[src/rtl/trans_ctrl_pkg.sv]
// Shared definitions for the transaction-layer control FSM.
// Latency: n/a (constants only).
// Backpressure: n/a.
package trans_ctrl_pkg;

  localparam int ST_W   = 3;
  localparam int HOLD_W = 4;

  localparam logic [ST_W-1:0] ST_RESET  = 3'd0;
  localparam logic [ST_W-1:0] ST_INIT   = 3'd1;
  localparam logic [ST_W-1:0] ST_IDLE   = 3'd2;
  localparam logic [ST_W-1:0] ST_ACTIVE = 3'd3;
  localparam logic [ST_W-1:0] ST_ERROR  = 3'd4;

  // Encodings the FSM is allowed to sit in; anything else is recovered to RESET.
  function automatic logic st_legal(input logic [ST_W-1:0] st);
    return (st <= ST_ERROR);
  endfunction

endpackage

[src/rtl/trans_pause_hyst.sv]
// Hysteretic pause register: set on any almost-full, clear on all almost-empty, else hold.
// Latency: 1 cycle from set/clr to pause.
// Backpressure: pause is itself the upstream stop; forced low whenever en is low.
module trans_pause_hyst (
  input  logic clk,
  input  logic reset,
  input  logic en,
  input  logic set,
  input  logic clr,
  output logic pause
);

  logic pause_q;
  logic pause_d;

  // Next pause value: gate dominates, then set beats clear, otherwise hold.
  always_comb begin
    pause_d = pause_q;
    if (!en) begin
      pause_d = 1'b0;
    end else if (set) begin
      pause_d = 1'b1;
    end else if (clr) begin
      pause_d = 1'b0;
    end
  end

  // Pause flop with synchronous active-low reset.
  always_ff @(posedge clk) begin
    if (!reset) begin
      pause_q <= 1'b0;
    end else begin
      pause_q <= pause_d;
    end
  end

  assign pause = pause_q;

endmodule

[src/rtl/trans_ctrl_fsm.sv]
// Transaction-layer control FSM: RESET/INIT/IDLE/ACTIVE/ERROR sequencing, watermark latching, pause.
// Latency: all outputs registered; idle/active/error decoded from next state (valid with the state).
// Backpressure: drives pause to upstream sources; optional active_cycles via TRANS_CTRL_ACTIVE_CNT_EN.
module trans_ctrl_fsm
  import trans_ctrl_pkg::*;
#(
  parameter int NUM_FIFOS = 10,
  parameter int UMBRAL_W  = 3,
  parameter int DEF_ALTO  = 6,
  parameter int DEF_BAJO  = 2,
  parameter int IDLE_HOLD = 2
) (
  input  logic                 clk,
  input  logic                 reset,
  input  logic                 init,
  input  logic [UMBRAL_W-1:0]  umbral_alto,
  input  logic [UMBRAL_W-1:0]  umbral_bajo,
  input  logic [NUM_FIFOS-1:0] fifo_empty,
  input  logic [NUM_FIFOS-1:0] fifo_almost_full,
  input  logic [NUM_FIFOS-1:0] fifo_almost_empty,
  output logic [UMBRAL_W-1:0]  interno_alto,
  output logic [UMBRAL_W-1:0]  interno_bajo,
  output logic                 idle,
  output logic                 active,
  output logic                 error,
  output logic                 pause,
  output logic [2:0]           state
`ifdef TRANS_CTRL_ACTIVE_CNT_EN
  ,
  output logic [15:0]          active_cycles
`endif
);

  logic [ST_W-1:0]     state_q, state_d;
  logic [HOLD_W-1:0]   hold_q, hold_d, hold_inc;
  logic [UMBRAL_W-1:0] alto_q, alto_d, bajo_q, bajo_d;
  logic                idle_q, idle_d, active_q, active_d, error_q, error_d;
  logic                all_empty;
  logic                thr_ok;
  logic                stay_active;

  assign all_empty   = &fifo_empty;
  assign thr_ok      = (umbral_bajo < umbral_alto);
  assign hold_inc    = (hold_q == {HOLD_W{1'b1}}) ? hold_q : hold_q + 1'b1;
  assign stay_active = (state_q == ST_ACTIVE) && (state_d == ST_ACTIVE);

  // State register and registered outputs.
  always_ff @(posedge clk) begin
    if (!reset) begin
      state_q  <= ST_RESET;
      hold_q   <= '0;
      alto_q   <= UMBRAL_W'(DEF_ALTO);
      bajo_q   <= UMBRAL_W'(DEF_BAJO);
      idle_q   <= 1'b0;
      active_q <= 1'b0;
      error_q  <= 1'b0;
    end else begin
      state_q  <= state_d;
      hold_q   <= hold_d;
      alto_q   <= alto_d;
      bajo_q   <= bajo_d;
      idle_q   <= idle_d;
      active_q <= active_d;
      error_q  <= error_d;
    end
  end

  // Next-state logic; init overrides every legal state except RESET.
  always_comb begin
    state_d = ST_RESET;
    case (state_q)
      ST_RESET:  state_d = ST_INIT;
      ST_INIT:   state_d = thr_ok ? ST_IDLE : ST_ERROR;
      ST_IDLE:   state_d = all_empty ? ST_IDLE : ST_ACTIVE;
      ST_ACTIVE: state_d = (all_empty && (hold_inc >= HOLD_W'(IDLE_HOLD))) ? ST_IDLE : ST_ACTIVE;
      ST_ERROR:  state_d = ST_ERROR;
      default:   state_d = ST_RESET;
    endcase
    if (init && (state_q != ST_RESET) && st_legal(state_q)) begin
      state_d = ST_INIT;
    end
  end

  // Output/datapath decode from next state: flags, threshold latch, idle-hold counter.
  always_comb begin
    idle_d   = (state_d == ST_IDLE);
    active_d = (state_d == ST_ACTIVE);
    error_d  = (state_d == ST_ERROR);
    alto_d   = alto_q;
    bajo_d   = bajo_q;
    if ((state_q == ST_INIT) && thr_ok) begin
      alto_d = umbral_alto;
      bajo_d = umbral_bajo;
    end
    hold_d = '0;
    if (stay_active && all_empty) begin
      hold_d = hold_inc;
    end
  end

  trans_pause_hyst u_pause (
    .clk   (clk),
    .reset (reset),
    .en    (stay_active),
    .set   (|fifo_almost_full),
    .clr   (&fifo_almost_empty),
    .pause (pause)
  );

`ifdef TRANS_CTRL_ACTIVE_CNT_EN
  logic [15:0] act_cnt_q, act_cnt_d;

  // ACTIVE-cycle counter: cleared entering INIT, saturating, held elsewhere.
  always_comb begin
    act_cnt_d = act_cnt_q;
    if (state_d == ST_INIT) begin
      act_cnt_d = '0;
    end else if ((state_d == ST_ACTIVE) && (act_cnt_q != 16'hFFFF)) begin
      act_cnt_d = act_cnt_q + 16'd1;
    end
  end

  // ACTIVE-cycle counter register.
  always_ff @(posedge clk) begin
    if (!reset) begin
      act_cnt_q <= '0;
    end else begin
      act_cnt_q <= act_cnt_d;
    end
  end

  assign active_cycles = act_cnt_q;
`endif

  assign interno_alto = alto_q;
  assign interno_bajo = bajo_q;
  assign idle         = idle_q;
  assign active       = active_q;
  assign error        = error_q;
  assign state        = state_q;

endmodule

[config.mk]
export PLATFORM = sky130hd
export DESIGN_NAME = trans_ctrl_fsm
export DESIGN_NICKNAME = d
export VERILOG_FILES = /design/src/rtl/trans_ctrl_pkg.sv /design/src/rtl/trans_pause_hyst.sv /design/src/rtl/trans_ctrl_fsm.sv
export SDC_FILE = /design/constraint.sdc
export NUM_CORES = 1
export LEC_CHECK = 0
export CORE_ASPECT_RATIO = 1.5
export CORE_MARGIN = 1
export CORE_UTILIZATION = 34
export DETAILED_ROUTE_END_ITERATION = 12
export PLACE_DENSITY = 0.9
export SYNTH_ARGS = -nofsm -noshare
export SYNTH_HDL_FRONTEND = slang
export SYNTH_SLANG_ARGS = --single-unit
[constraint.sdc]
create_clock -name clk -period 2 [get_ports clk]
set_clock_uncertainty 0.1 [all_clocks]
set_input_delay 0.4 -clock clk [delete_from_list [all_inputs] [get_ports clk]]
set_output_delay 0.4 -clock clk [all_outputs]
set_load 0.02 [all_outputs]
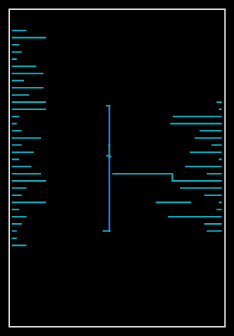
Fig. 1. Routed metal, one color a layer (run 1).
Only two layers are drawn.
layer	color	wire length
met3	cyan	199 um
met4	blue	21.8 um
via count: 861
GRT Total Usage: 18.1%
WL final: 2050 um

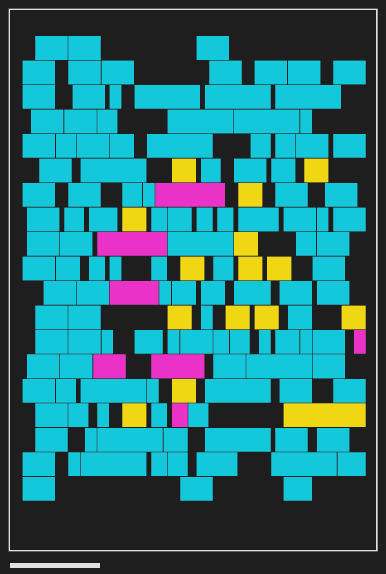
Fig. 2. Cells by drive strength (run 1).
Bar = 10 um.
size	color	cells	most used
drive 1 or less	cyan	124	clkdlybuf4s50_1
drive 2	magenta	7	dfxtp_2
drive 3 to 4	yellow	15	buf_4
Non-CTS buffers: 62
Post-Layout Inst Area: 1430 sq um
setup ws final: 0.0768 ns
synth-to-layout area growth: 88.2%

==> flow_metrics.env, run 1 <==
# source this file to load flow results
export IMPL_pwr_density_cell_nw_per_um2=534
export IMPL_ys_top_cells_by_count="dfxtp_1, nand2_1"
export IMPL_power_frac_seq_pct=48.4
export IMPL_routedWlPerCell_um=12.2
export IMPL_cts_tree="yes"
export IMPL_sw_frac_of_total_pct=25.6
export IMPL_antenna_found_initial=0
export IMPL_cap_violations=0
export IMPL_min_from="interno_bajo[1]$_SDFFE_PN1P_"
export IMPL_p_clk_share_pct=23.2
export IMPL_row_count=20
export IMPL_drt_iter0_markers=13
export IMPL_min_path_cells=2
export IMPL_numClockSinks=17
export IMPL_r2r_cells=8
export IMPL_combPwrFrac_pct=28.5
export IMPL_drv_slew=0
export IMPL_cp_required_ns=2.09
export IMPL_clkTransAtPathRegs_ns=0.09
export IMPL_ys_area_sq_um=762
export IMPL_yosys_cells=80
export IMPL_post_place_ws_ns=-0.444
export IMPL_drc=0
export IMPL_hold_path_class="flip-flop to flip-flop"
export IMPL_irDropWorstVdd_v=0.000380
export IMPL_arrival_ns=2.01
export IMPL_r2r_end="u_pause.pause$_SDFFE_PN0P_"
export IMPL_gp_congestion=0.710
export IMPL_worst_hold_path_endpoint="interno_bajo[1]$_SDFFE_PN1P_"
export IMPL_firstDrtPassIters=4
export IMPL_r2r_start="hold_q[0]$_SDFF_PN0_"
export IMPL_detail_route_antenna_nets=0
export IMPL_crit_type="input pin to flip-flop"
export IMPL_end_kind="flip-flop"
export IMPL_internal_power_mw=0.570
export IMPL_antennaDiodeCount=0
export IMPL_cp_max_fo=8
export IMPL_status="complete, no violations"
export IMPL_ys_warn_count=0
export IMPL_netlist_instances=80
export IMPL_initCoreUtil_pct=36.7
export IMPL_p_switching_mw=0.196
export IMPL_cts_buffer_depth=2
export IMPL_reg2reg_slack_ns=0.09
export IMPL_placed_area_sq_um=1360
export IMPL_grt_max_degree=11
export IMPL_start_kind="input pin"
export IMPL_post_route_min_period_ns=1.92
export IMPL_grt_overflow=0
export IMPL_post_route_period_util_pct=96.2
export IMPL_yosys_cell_types_count=33
export IMPL_fin_nets=189
export IMPL_h_tree_depth=1
export IMPL_most_common_cell="dfxtp_1"
export IMPL_fp_dieW_um=40.7
export IMPL_root_buffer="clkbuf_4"
export IMPL_tool_warnings=26
export IMPL_leakage_nw=0.586
export IMPL_avgViaCountPerCell=5.13
export IMPL_synth_seq_share_pct=44.7
export IMPL_cts_buffers_inserted=3
export IMPL_grt_pass1_vias=833
export IMPL_portBuffers=51
export IMPL_cts_hold_repair_buffers=0
export IMPL_rsz0062_at_grt="false"
export IMPL_design_core_area_sq_um=2080
export IMPL_clk_latency_ns=0.29
export IMPL_instances_no_fill=168
export IMPL_dp_hpwl_um=1670
export IMPL_hold_ws_ns=0.388
export IMPL_die_area_sq_um=2440
export IMPL_final_setup_tns_ns=0
export IMPL_dp_cells=162
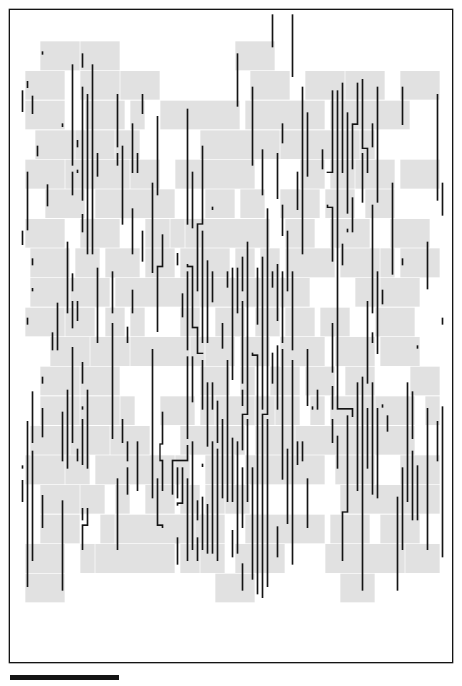
Fig. 3. M2 wires (run 1).
Bar = 10 um. Cells faint in the background.
main direction	vertical
nets with wire on the layer	169
longest straight run	29.2 um
share of all routed wire	55%
grt met2 use: 35.6%

## run 1: critical path: stages
cell             delay [ns]
clkdlybuf4s50_1        0.45
inv_1                  0.05
ha_1                   0.30
a2111o_1               0.52
mux2i_1                0.21
nor2b_1                0.07
## run 1: state kept, by name, indices dropped and copies added, names as in the netlist
register       flops
hold_q             4
interno_alto       3
interno_bajo       3
state              3
active             1
error              1
idle               1
u_pause.pause      1
## run 1: metal layers
| metal | vias up | part of all wire [%] | global-route usage (%) |
|---|---|---|---|
| met5 | - | 0 | 0 |
| met3 | 4 | 9.7 | 2.23 |
| li1 | 419 | - | - |
| met1 | 383 | 34 | 16.9 |
| met2 | 55 | 55 | 35.6 |
| met4 | 0 | 1.0 | 7.14 |
## run 1: worst max-delay path by stage
stage | from | to | slack [ns] | depth (start not counted)
4_1_cts | umbral_alto[2] | interno_alto[0]$_SDFFE_PN0P_ | 0.03 | 6
6_report | umbral_alto[2] | interno_alto[0]$_SDFFE_PN0P_ | 0.08 | 6
2_1_floorplan | umbral_alto[1] | interno_bajo[1]$_SDFFE_PN1P_ | 0.17 | 7
5_1_grt | umbral_alto[2] | interno_bajo[1]$_SDFFE_PN1P_ | 0.009 | 6
3_5_place_dp | umbral_alto[1] | interno_alto[0]$_SDFFE_PN0P_ | -0.44 | 7
3_3_place_gp | umbral_alto[1] | interno_bajo[1]$_SDFFE_PN1P_ | -0.34 | 7
## run 1: cell type report
| type | instances | area, sq um |
|---|---|---|
| sequential | 17 | 343 |
| multi-input combinational | 59 | 430 |
| clock inverter | 1 | 5.00 |
| fill | 180 | 643 |
| clock buffer | 3 | 22.5 |
| inverter | 4 | 15.0 |
| timing repair buffer | 62 | 591 |
| tap | 22 | 27.5 |
## run 1: repair_timing
| action | 4_1_cts | 5_1_grt |
|---|---|---|
| pin swaps | 4 | 2 |
| resized | 6 | 3 |
| endpoints found under the hold margin | 0 | 0 |
| setup endpoints to repair | 7 | 6 |
| buffers inserted | 2 | 0 |
## run 1: cell families after synthesis
family | after synthesis | synth area share (%)
compound gates | 14 | 12.8
simple gates | 33 | 25.5
flops | 17 | 44.7
xor+xnor | 1 | 1.15
buf+inv | 6 | 3.94
mux | 4 | 5.25
fa+ha+maj | 4 | 6.24
other cells | 1 | 0.492
## run 1: metrics by stage
stage	utilization [%]	total power, mW
CTS	68.4	0.770
detailed placement	65.5	0.590
global placement	65.5	0.582
global route	69.0	0.804
finish	69.0	0.766
floorplan	-	0.457
## run 1: layout by cell type (no fill, tap or decap), types with 4 or more instances in the layout
master and n:
buf_4 11, clkdlybuf4s50_1 49, nand2_1 6, dfxtp_1 15, mux2i_1 4, nand4_1 4
nor2b_1 4, nand2b_1 4
## run 1: power by group through the flow
stage                     clock, mW  combinational [mW]  sequential, mW
after global routing          0.195               0.236           0.373
final                         0.177               0.218           0.371
after global placement            0               0.205           0.377
after floorplan                   0              0.0619           0.395
after CTS                     0.182               0.218           0.370
after detailed placement          0               0.211           0.378
Fig. 4: run 1, metal 1
Bar = 10 um. Supply wires on this layer in gray. Cells faint in the background.
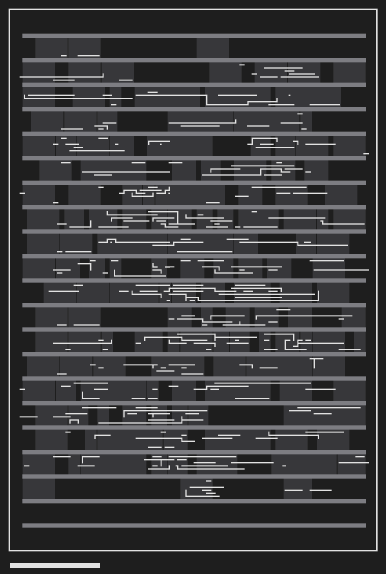

==> run 1 -> run 2 <==
--- a/config.mk
+++ b/config.mk
@@ -13,3 +13,4 @@
 export SYNTH_ARGS = -nofsm -noshare
 export SYNTH_HDL_FRONTEND = slang
 export SYNTH_SLANG_ARGS = --single-unit
+export TNS_END_PERCENT = 5
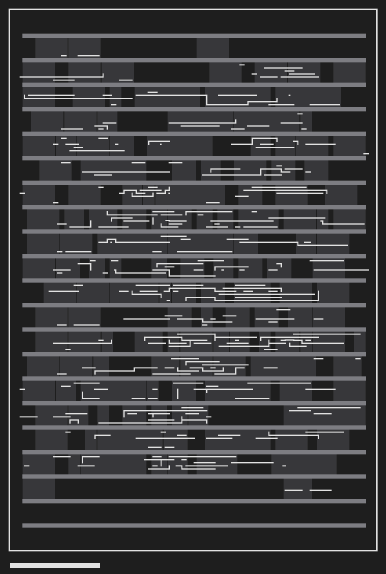
Fig. 5. Metal 1 (run 2).
Bar = 10 um. Supply wires on this layer in gray. Cells faint in the background.
share of all routed wire	36%
longest straight run	12.0 um
main direction	horizontal
via count: 856
M1 GR Usage: 16.9%
WL final: 1980 um

==> run 2 against run 1 <==
- sequential share of layout area rose by 0.34 points
- setup slack worse by 0.045 ns
- sequential cell count did not move
- total power shrank 0.50%
- critical path type is now flip-flop to flip-flop
==> flow_metrics.env, run 2 <==
# source this file to load flow results
export IMPL_finalHoldViolations=0
export IMPL_netlist_top_cell_by_area="dfxtp_1"
export IMPL_netlist_instances=80
export IMPL_fp_dieW_um=40.7
export IMPL_post_route_period_util_pct=98.4
export IMPL_ys_area_sq_um=762
export IMPL_fmax_mhz=508
export IMPL_cts_buffer_depth=2
export IMPL_detail_route_antenna_nets=0
export IMPL_lay_top_cells="clkdlybuf4s50_1, dfxtp_1, buf_4, nand2_1"
export IMPL_root_buffer="clkbuf_4"
export IMPL_yosys_cells=80
export IMPL_design_core_area_sq_um=2080
export IMPL_top_area_share_pct=44.7
export IMPL_pwr_density_cell_nw_per_um2=539
export IMPL_clkTransAtPathRegs_ns=0.09
export IMPL_grt_pass1_vias=828
export IMPL_cp_max_fo=3
export IMPL_dp_cells=162
export IMPL_drt_iter0_markers=11
export IMPL_arrival_ns=2.07
export IMPL_firstDrtPassIters=4
export IMPL_start_kind="flip-flop"
export IMPL_synth_edff_count=0
export IMPL_cts_hold_repair_buffers=0
export IMPL_crit_type="flip-flop to flip-flop"
export IMPL_instances_no_fill=167
export IMPL_grt_use_met3_pct=2.23
export IMPL_post_route_min_period_ns=1.97
export IMPL_clk_latency_ns=0.29
export IMPL_leakage_nw=0.581
export IMPL_gp_congestion=0.710
export IMPL_setup_viol=0
export IMPL_cp_required_ns=2.11
export IMPL_syn2layout_area_growth_pct=85.6
export IMPL_io_pins=52
export IMPL_row_count=20
export IMPL_syn_area_sq_um=762
export IMPL_ys_top_cells_by_count="dfxtp_1, nand2_1"
export IMPL_cts_tree="yes"
export IMPL_drv_slew=0
export IMPL_portBuffers=51
export IMPL_most_common_cell="dfxtp_1"
export IMPL_drc=0
export IMPL_avgViaCountPerCell=5.13
export IMPL_antennaDiodeCount=0
export IMPL_tool_warnings=27
export IMPL_ys_warn_count=0
export IMPL_synth_seq_share_pct=44.7
export IMPL_status="complete, no violations"
export IMPL_final_util_pct=68.1
export IMPL_synthArstFlopShare_pct=0
export IMPL_yosys_cell_types_count=33
export IMPL_irDropWorstVdd_v=0.000376
export IMPL_dp_hpwl_um=1670
export IMPL_hold_path_class="flip-flop to flip-flop"
export IMPL_mostFrequentLayoutCell="clkdlybuf4s50_1"
export IMPL_fin_nets=188
export IMPL_topCellsByArea="dfxtp_1, mux2i_1, ha_1"
export IMPL_numClockSinks=17
export IMPL_ff_type="dfxtp_1"
export IMPL_rsz0062_at_grt="true"
export IMPL_met2_usage_pct=34.9
export IMPL_antenna_found_initial=0
export IMPL_cap_violations=0
export IMPL_ys_flops=17
export IMPL_die_h_um=60.0
export IMPL_top_register="hold_q"
export IMPL_h_tree_depth=1
export IMPL_grt_overflow=0
export IMPL_grt_max_degree=11
export IMPL_die_area_sq_um=2440
export IMPL_end_kind="flip-flop"
export IMPL_layout_drive_gt1_share_pct=13.1
export IMPL_cts_buffers_inserted=3
export IMPL_initCoreUtil_pct=36.7
export IMPL_grt_busiest_layer="met2"
export IMPL_grt_pass1_wl_um=3060
export IMPL_largest_reg_flops=4
export IMPL_synth_avg_cell_area_sq_um=9.52
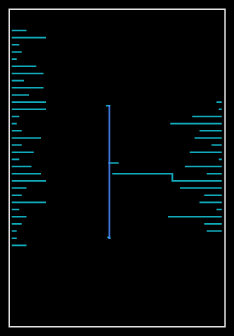
Fig. 6. Routed metal, one color a layer (run 2).
Only two layers are drawn.
layer	color	wire length
met4	blue	25.2 um
met3	cyan	191 um
GRT Total Usage: 17.9%
routed wire length per instance: 11.8 um

-- run 2: netlist changes by cell type in the layout (fill, tap and decap cells not counted) --
cell / delta
buf_4: -1
nor3_1: +1
nor3_2: -1
o41ai_1: +1
o41ai_2: -1
-- run 2: worst max-delay path, stage by stage (launching register included) --
cell and delay, ns:
dfxtp_2 0.37, ha_1 0.20, a21boi_0 0.19, a21oi_1 0.09, o41ai_1 0.28, a31oi_1 0.18, buf_4 0.17, buf_4 0.13
a311oi_1 0.18
-- run 2: per-layer routing --
metal / wire length [um] / up-vias
met2: 1040 / 53
met4: 25 / 0
met1: 716 / 382
met3: 191 / 3
met5: 0 / -
li1: - / 418
-- run 2: area by class of cell --
cell class,instances,area (sq um)
Multi-Input combinational cell,59,418
Sequential cell,17,343
Clock inverter,1,5.00
Timing Repair Buffer,61,583
Clock buffer,3,22.5
Inverter,4,15.0
Fill cell,181,663
Tap cell,22,27.5
-- run 2: cell families (layout without fill, tap and decap cells) --
kind of cell / Yosys count / count (layout) / synth area share [%]
other: 1 / 3 / 0.492
DFF: 17 / 17 / 44.7
buffers and inverters: 6 / 69 / 3.94
adders and majority gates: 4 / 4 / 6.24
xor gates and xnor gates: 1 / 1 / 1.15
AOI/OAI and AO/OA: 14 / 14 / 12.8
muxes: 4 / 4 / 5.25
and+or+nand+nor: 33 / 33 / 25.5
-- run 2: path summary, 6_finish.rpt --
kind / startpoint / slack [ns] / depth (start not counted) / endpoint
worst max-delay path: hold_q[0]$_SDFF_PN0_ / 0.03 / 8 / u_pause.pause$_SDFFE_PN0P_
worst min-delay path: interno_bajo[1]$_SDFFE_PN1P_ / 0.39 / 2 / interno_bajo[1]$_SDFFE_PN1P_
worst max register to register: hold_q[0]$_SDFF_PN0_ / 0.03 / 8 / u_pause.pause$_SDFFE_PN0P_
worst min register to register: interno_bajo[1]$_SDFFE_PN1P_ / 0.39 / 2 / interno_bajo[1]$_SDFFE_PN1P_
-- run 2: per-stage QoR --
| stage | power, mW | instance area, sq um | setup slack, ns | hold slack, ns | setup TNS, ns |
|---|---|---|---|---|---|
| final | 0.762 | 1410 | 0.0317 | 0.389 | 0 |
| after global routing | 0.800 | 1410 | -0.0321 | 0.435 | -0.0321 |
| after CTS | 0.769 | 1410 | 0.0284 | 0.390 | 0 |
| after detailed placement | 0.590 | 1360 | -0.444 | 0.366 | -3.29 |
| after global placement | 0.582 | 1360 | -0.344 | 0.355 | -2.25 |
| after floorplan | 0.457 | 769 | 0.166 | 0.378 | 0 |
-- run 2: what timing repair did --
item,CTS,global route
pin swaps,4,1
setup endpoints to repair,7,6
gates resized,6,1
cloned,0,0
setup buffers,1,0
-- run 2: power breakdown --
group / internal [mW] / switching (mW)
Clock: 0.0744 / 0.103
Sequential: 0.357 / 0.0133
Combinational: 0.137 / 0.0774
Total: 0.569 / 0.194
Fig. 7: run 2, cells by drive strength
Bar = 10 um.
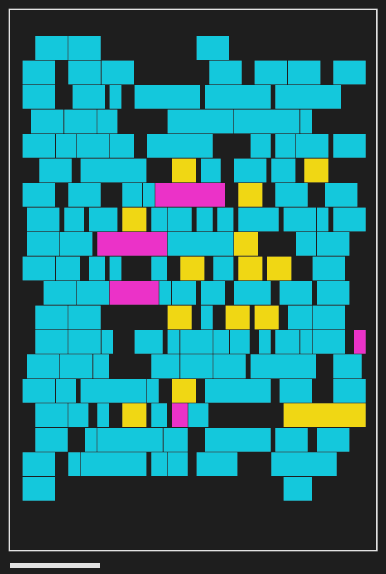

==> run 2 -> run 3 <==
--- a/config.mk
+++ b/config.mk
@@ -10,6 +10,7 @@
 export CORE_UTILIZATION = 34
 export DETAILED_ROUTE_END_ITERATION = 12
 export PLACE_DENSITY = 0.9
+export SETUP_SLACK_MARGIN = 0.2
 export SYNTH_ARGS = -nofsm -noshare
 export SYNTH_HDL_FRONTEND = slang
 export SYNTH_SLANG_ARGS = --single-unit
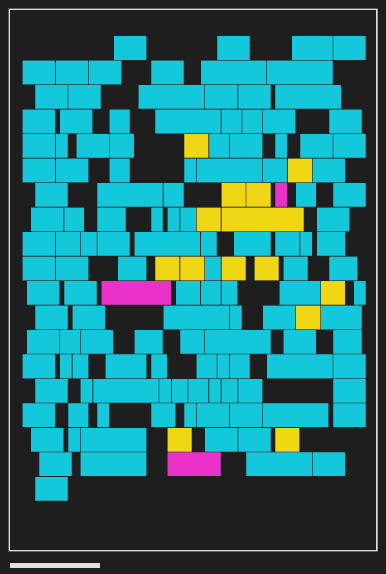
Fig. 8. Cells by drive strength (run 3).
Bar = 10 um.
size	color	cells
drive 2	magenta	3
drive 1 or less	cyan	128
drive 3 to 4	yellow	14
Post-Layout Inst Area: 1420 sq um
synth-to-layout area growth: 85.9%

==> run 3 against run 2 <==
- register-to-register slack better by 0.17 ns
- hold slack worse by 0.0078 ns
- sequential share of layout area is 0.13 points lower
- non-clock buffer count stayed put
- final area is 0.18% higher
- critical path type is now input pin to flip-flop
- critical endpoint is now interno_bajo[2]$_SDFFE_PN0P_
- largest cell class unchanged
- highest routed layer unchanged
==> flow_metrics.env, run 3 <==
# source this file to load flow results
export IMPL_end_kind="flip-flop"
export IMPL_synth_avg_cell_area_sq_um=9.52
export IMPL_grt_max_degree=10
export IMPL_leakage_nw=0.601
export IMPL_routed_wl_um=1910
export IMPL_cp_required_ns=2.09
export IMPL_cts_hold_repair_buffers=0
export IMPL_regArea_sq_um=342
export IMPL_pwr_density_cell_nw_per_um2=538
export IMPL_sw_frac_of_total_pct=25.2
export IMPL_row_count=20
export IMPL_synth_seq_share_pct=44.7
export IMPL_min_path_cells=2
export IMPL_ys_top_cells_by_count="dfxtp_1, nand2_1"
export IMPL_path_delay_family="AND-OR/OR-AND gates"
export IMPL_tool_warnings=28
export IMPL_layout_drive_gt1_share_pct=11.7
export IMPL_crit_path_max_incr_delay_ns=0.55
export IMPL_post_cts_buffers=0
export IMPL_mostFrequentLayoutCell="clkdlybuf4s50_1"
export IMPL_cap_violations=0
export IMPL_root_buffer="clkbuf_4"
export IMPL_firstDrtPassIters=6
export IMPL_top_register="hold_q"
export IMPL_r2r_start="hold_q[0]$_SDFF_PN0_"
export IMPL_dp_hpwl_um=1590
export IMPL_initCoreUtil_pct=36.7
export IMPL_die_h_um=60.0
export IMPL_finalHoldViolations=0
export IMPL_yosys_cells=80
export IMPL_fmax_mhz=530
export IMPL_design_core_area_sq_um=2080
export IMPL_cp_max_fo=8
export IMPL_hold_path_class="flip-flop to flip-flop"
export IMPL_grt_pass1_wl_um=2840
export IMPL_met2_usage_pct=32.2
export IMPL_io_pins=52
export IMPL_top_area_share_pct=44.7
export IMPL_avgViaCountPerCell=5.02
export IMPL_combPwrFrac_pct=27.7
export IMPL_grt_busiest_layer="met2"
export IMPL_antennaDiodeCount=0
export IMPL_placed_area_sq_um=1370
export IMPL_cts_buffers_inserted=3
export IMPL_synthArstFlopShare_pct=0
export IMPL_grt_util_met1_pct=16.2
export IMPL_syn_area_sq_um=762
export IMPL_clkTransAtPathRegs_ns=0.09
export IMPL_setup_viol=0
export IMPL_drt_iter0_markers=11
export IMPL_ys_warn_count=0
export IMPL_numClockSinks=17
export IMPL_instances_no_fill=167
export IMPL_post_route_period_util_pct=94.4
export IMPL_status="complete, no violations"
export IMPL_fin_nets=188
export IMPL_cp_num_cells=5
export IMPL_irDropWorstVdd_v=0.000443
export IMPL_most_common_cell="dfxtp_1"
export IMPL_gp_congestion=0.663
export IMPL_min_from="interno_bajo[1]$_SDFFE_PN1P_"
export IMPL_cp_slowest_cell="a2111o_1"
export IMPL_grt_overflow=0
export IMPL_antenna_found_initial=0
export IMPL_fp_dieW_um=40.7
export IMPL_netlist_top_cell_by_area="dfxtp_1"
export IMPL_portBuffers=51
export IMPL_grt_use_met3_pct=2.97
export IMPL_lay_top_cells="clkdlybuf4s50_1, dfxtp_1, buf_4, nand2_1"
export IMPL_detail_route_antenna_nets=0
export IMPL_rsz0062_at_grt="true"
export IMPL_drc=0
export IMPL_r2r_cells=7
export IMPL_post_route_min_period_ns=1.89
export IMPL_topCellsByArea="dfxtp_1, mux2i_1, ha_1"
export IMPL_synth_edff_count=0
export IMPL_final_util_pct=68.2
export IMPL_ys_flops=17
export IMPL_die_area_sq_um=2440
export IMPL_ff_type="dfxtp_1"
export IMPL_crit_chain="clkdlybuf4s50_1 -> ha_4 -> a2111o_1 -> mux2i_1 -> nor2b_1"
export IMPL_via_count=838
export IMPL_largest_reg_flops=4
export IMPL_crit_type="input pin to flip-flop"
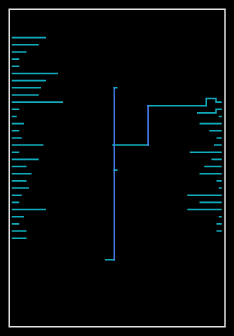
Fig. 9. Routed metal, one color a layer (run 3).
Only two layers are drawn.
routed wire length per instance: 11.4 um
GRT Total Usage: 17.4%

==> run 3: tightest hold or removal path: cells and delay by family (launching register included) <==
| family | cells | cell delay (ns) |
|---|---|---|
| flip-flops | 1 | 0.33 |
| multiplexers | 1 | 0.07 |
| AND/OR/NAND/NOR | 1 | 0.06 |
==> run 3: final cells by class <==
cell class	count	area share, %
Tap cell	22	1.94
Inverter	4	1.06
Sequential cell	17	24.1
Multi-Input combinational cell	59	29.6
Clock buffer	4	1.86
Timing Repair Buffer	61	41.4
==> run 3: worst paths after layout <==
path                                                     end  slack [ns]
worst min register to register  interno_bajo[1]$_SDFFE_PN1P_        0.38
worst min-delay path            interno_bajo[1]$_SDFFE_PN1P_        0.38
worst max register to register          hold_q[0]$_SDFF_PN0_        0.20
worst max-delay path            interno_bajo[2]$_SDFFE_PN0P_        0.11
==> run 3: layer usage <==
| metal | routed length [um] | share of wire [%] |
|---|---|---|
| met2 | 1040 | 54 |
| met3 | 168 | 8.8 |
| met4 | 40 | 2.1 |
| met5 | 0 | 0 |
| met1 | 659 | 35 |
==> run 3: power by group through the flow <==
stage | clock network [mW] | logic (mW) | registers, mW
after CTS | 0.186 | 0.209 | 0.370
after detailed placement | 0 | 0.210 | 0.378
after floorplan | 0 | 0.0619 | 0.395
final | 0.181 | 0.211 | 0.370
after global placement | 0 | 0.206 | 0.377
after global routing | 0.203 | 0.229 | 0.373
==> run 3: timing repair <==
| item | in CTS | in global routing |
|---|---|---|
| gates resized | 3 | 6 |
| gates cloned | 0 | 0 |
| setup endpoints to repair | 11 | 18 |
| pin swaps | 3 | 2 |
==> run 3: logic make-up after synthesis <==
family / after synthesis / share of synthesized area, %
AND-OR/OR-AND: 14 / 12.8
XOR/XNOR: 1 / 1.15
adder cells (fa/ha/maj): 4 / 6.24
buffers and inverters: 6 / 3.94
flip-flops: 17 / 44.7
multiplexers: 4 / 5.25
other: 1 / 0.492
AND/OR/NAND/NOR: 33 / 25.5
==> run 3: stage by stage <==
step           hold WS [ns]  TNS (ns)  setup slack (ns)  total power, mW
3_3_place_gp          0.362     -1.91            -0.297            0.583
2_1_floorplan         0.378         0             0.210            0.457
4_1_cts               0.385         0            0.0730            0.765
3_5_place_dp          0.364     -2.31            -0.343            0.588
5_1_grt               0.409         0            0.0575            0.805
6_report              0.382         0             0.112            0.762
No activity file was given, so power comes from the tool's default toggle rates.
